Figure 1. PDN straps and rails.
Scale bar: 20 um. Pins as bars on the die edge.
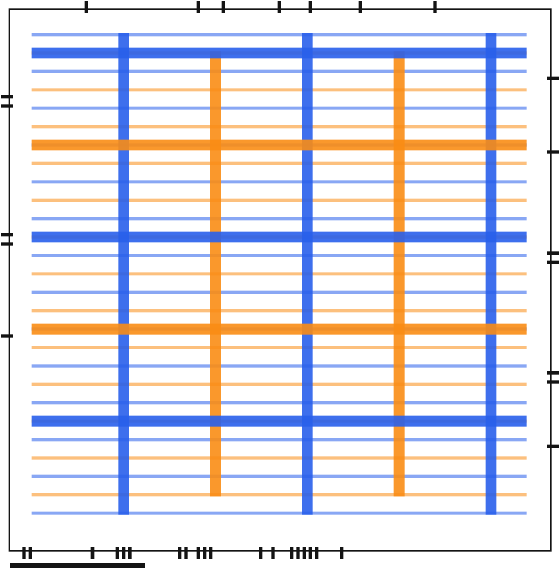
Figure 2. Cells colored by class.
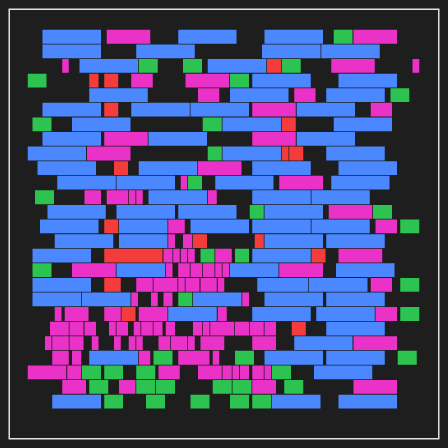
<file path="config.mk">
export PLATFORM = sky130hd
export DESIGN_NAME = uart_rx_ctrl
export DESIGN_NICKNAME = d
export VERILOG_FILES = /design/src/rtl/uart_rx_ctrl.sv
export SDC_FILE = /design/constraint.sdc
export NUM_CORES = 1
export LEC_CHECK = 0
export CAP_MARGIN = 20
export CORE_MARGIN = 3
export CORE_UTILIZATION = 60
export CTS_BUF_LIST = sky130_fd_sc_hd__clkbuf_4
export CTS_CLUSTER_SIZE = 14
export DETAILED_ROUTE_END_ITERATION = 10
export MAX_ROUTING_LAYER = met4
export PLACE_DENSITY_LB_ADDON = 0.15
export SLEW_MARGIN = 20
export SYNTH_ARGS = -nofsm -noshare
export SYNTH_HDL_FRONTEND = slang
export SYNTH_SLANG_ARGS = --single-unit
</file>
<file path="constraint.sdc">
create_clock -name clk -period 5.6 [get_ports clk]
set_input_delay 1.12 -clock clk [delete_from_list [all_inputs] [get_ports clk]]
set_output_delay 1.12 -clock clk [all_outputs]
set_load 0.01 [all_outputs]
</file>
<file path="src/rtl/uart_rx_ctrl.sv">
// rtl/uart_rx_ctrl.sv - UART receive controller: byte FIFO, overrun, idle timeout, interrupt
//
// Optional feature macro: UART_RX_CTRL_TIMEOUT_EN (idle-timeout FSM and counter).
//
// Ports:
//   clk, rst_n        clock, asynchronous active-low reset
//   baud_x16_tick     1-cycle pulse at 16x baud (timeout time base)
//   rx_busy_in        receive engine is mid-frame
//   rx_in_valid/ready/data  byte stream from the receive engine (ready is always 1)
//   ctrl_en           receive enable; bytes are discarded while low
//   ctrl_flush        1-cycle FIFO flush
//   thresh            level interrupt threshold (0 disables)
//   rd_pop/rd_data/rd_valid  first-word fall-through read side
//   level             FIFO occupancy
//   overrun/overrun_clr  sticky drop flag and its clear
//   timeout_flag      idle timeout fired with data pending
//   irq               registered combined interrupt
module uart_rx_ctrl #(
    parameter int DEPTH    = 8,
    parameter int TO_TICKS = 640,
    localparam int LW      = $clog2(DEPTH) + 1
) (
    input  logic          clk,
    input  logic          rst_n,
    input  logic          baud_x16_tick,
    input  logic          rx_busy_in,
    input  logic          rx_in_valid,
    output logic          rx_in_ready,
    input  logic [7:0]    rx_in_data,
    input  logic          ctrl_en,
    input  logic          ctrl_flush,
    input  logic [LW-1:0] thresh,
    input  logic          rd_pop,
    output logic [7:0]    rd_data,
    output logic          rd_valid,
    output logic [LW-1:0] level,
    output logic          overrun,
    input  logic          overrun_clr,
    output logic          timeout_flag,
    output logic          irq
);

    localparam int PW = $clog2(DEPTH);
    localparam logic [LW-1:0] FULL_LVL = LW'(DEPTH);

    logic [7:0]    mem [DEPTH];
    logic [PW-1:0] wptr;
    logic [PW-1:0] rptr;
    logic          full;
    logic          pop_acc;
    logic          push_acc;
    logic          drop;
    logic          lvl_irq;

    assign rx_in_ready = 1'b1;
    assign full        = (level == FULL_LVL);
    assign rd_valid    = (level != '0);
    assign rd_data     = mem[rptr];

    // A flush swallows both sides of the FIFO in its cycle. A pop frees
    // a slot in the same cycle, so a push on a full FIFO is kept then.
    assign pop_acc  = rd_pop && (level != '0) && !ctrl_flush;
    assign push_acc = rx_in_valid && ctrl_en && !ctrl_flush && (!full || pop_acc);
    assign drop     = rx_in_valid && ctrl_en && !ctrl_flush && full && !pop_acc;

    always_ff @(posedge clk) begin
        if (push_acc) begin
            mem[wptr] <= rx_in_data;
        end
    end

    always_ff @(posedge clk or negedge rst_n) begin
        if (!rst_n) begin
            wptr  <= '0;
            rptr  <= '0;
            level <= '0;
        end else if (ctrl_flush) begin
            wptr  <= '0;
            rptr  <= '0;
            level <= '0;
        end else begin
            if (push_acc) begin
                wptr <= wptr + 1'b1;
            end
            if (pop_acc) begin
                rptr <= rptr + 1'b1;
            end
            case ({push_acc, pop_acc})
                2'b10:   level <= level + 1'b1;
                2'b01:   level <= level - 1'b1;
                default: level <= level;
            endcase
        end
    end

    // Set wins over clear when a drop coincides with overrun_clr.
    always_ff @(posedge clk or negedge rst_n) begin
        if (!rst_n) begin
            overrun <= 1'b0;
        end else if (drop) begin
            overrun <= 1'b1;
        end else if (overrun_clr) begin
            overrun <= 1'b0;
        end
    end

`ifdef UART_RX_CTRL_TIMEOUT_EN
    localparam int CW = $clog2(TO_TICKS + 1);

    typedef enum logic [1:0] {
        T_IDLE  = 2'd0,
        T_COUNT = 2'd1,
        T_FIRED = 2'd2
    } t_state_e;

    t_state_e      t_state;
    t_state_e      t_state_nxt;
    logic [CW-1:0] t_cnt;
    logic [CW-1:0] t_cnt_nxt;
    logic          activity;

    // Any engine byte (accepted or not), accepted pop, or a frame in
    // progress means the line is not idle.
    assign activity = rx_in_valid || pop_acc || rx_busy_in;

    always_ff @(posedge clk or negedge rst_n) begin
        if (!rst_n) begin
            t_state <= T_IDLE;
            t_cnt   <= '0;
        end else begin
            t_state <= t_state_nxt;
            t_cnt   <= t_cnt_nxt;
        end
    end

    always_comb begin
        t_state_nxt = t_state;
        t_cnt_nxt   = t_cnt;
        case (t_state)
            T_IDLE: begin
                t_cnt_nxt = '0;
                if (!ctrl_flush && (level != '0) && !activity) begin
                    t_state_nxt = T_COUNT;
                end
            end
            T_COUNT: begin
                if (ctrl_flush || activity || (level == '0)) begin
                    t_state_nxt = T_IDLE;
                    t_cnt_nxt   = '0;
                end else if (baud_x16_tick) begin
                    t_cnt_nxt = t_cnt + 1'b1;
                    if (t_cnt == CW'(TO_TICKS - 1)) begin
                        t_state_nxt = T_FIRED;
                    end
                end
            end
            T_FIRED: begin
                // A push leaves the flag up; only draining or flushing clears it.
                if (ctrl_flush || pop_acc) begin
                    t_state_nxt = T_IDLE;
                    t_cnt_nxt   = '0;
                end
            end
            default: begin
                t_state_nxt = T_IDLE;
                t_cnt_nxt   = '0;
            end
        endcase
    end

    assign timeout_flag = (t_state == T_FIRED);
`else
    localparam int UNUSED_TO_TICKS = TO_TICKS;
    logic unused_timeout_inputs;
    assign unused_timeout_inputs = baud_x16_tick ^ rx_busy_in ^ (UNUSED_TO_TICKS != 0);
    assign timeout_flag = 1'b0;
`endif

    assign lvl_irq = (thresh != '0) && (level >= thresh);

    always_ff @(posedge clk or negedge rst_n) begin
        if (!rst_n) begin
            irq <= 1'b0;
        end else begin
            irq <= lvl_irq || timeout_flag || overrun;
        end
    end

endmodule

</file>
==> flow_summary.ini <==
; yosys + openroad results
[status]
status = completed

[critical_path]
worstPathArrival_ps = 3800
cp_num_cells = 6
critPathMaxFanout = 17
startpoint_type = input pin

[route]
first_iter_violations = 144
wl_met3_um = 277

[cts]
cts.sinks = 76
cts_buffers = 9

[yosys]
syn_avg_cell_area_sq_um = 17.19
synth_flops = 76
synth.area.top_cells = edfxtp_1 (59%), mux4_2 (11%), dfrtp_1 (9.2%)
synth_chip_area_sq_um = 3267
synth-adder-area-share_pct = 3.677

[global_routing]
grt_overflow_total = 0
grt_util_all_layers_pct = 22.60
grt_util_met3_pct = 4.289

[floorplan]
coreArea_sq_um = 5172

[timing]
fin_crit_ps = 3679
hold_violations = 0

[pwr]
leakagePower_nw = 1.339
p_comb_mw = 0.301
clkPwrFrac_pct = 24.3
powerDensity_nw_per_um2 = 345.9

[layout]
nFillCells = 298
inv_count = 5
nNetsFinal = 260
seq_cell_count = 76

[place]
port-buffer-count = 33
Back to the opening pictures, Figure 1:
[VSS] blue
[VDD] orange
met5 straps: 5
rows: 26
met1 rails: 27
Peak VDD IR: 0.0002155 V
Die Height: 79.79 um

Back to the opening pictures, Figure 2:
[clock drivers and dummy loads] red | cells: 16
[other buffers and delay cells] green | cells: 39
[all other logic] magenta | cells: 104
[flip-flops] blue | cells: 76
Final Cell Area: 3807 sq um
Seq/total area: 58.40%
Finished Core Util: 73.61%

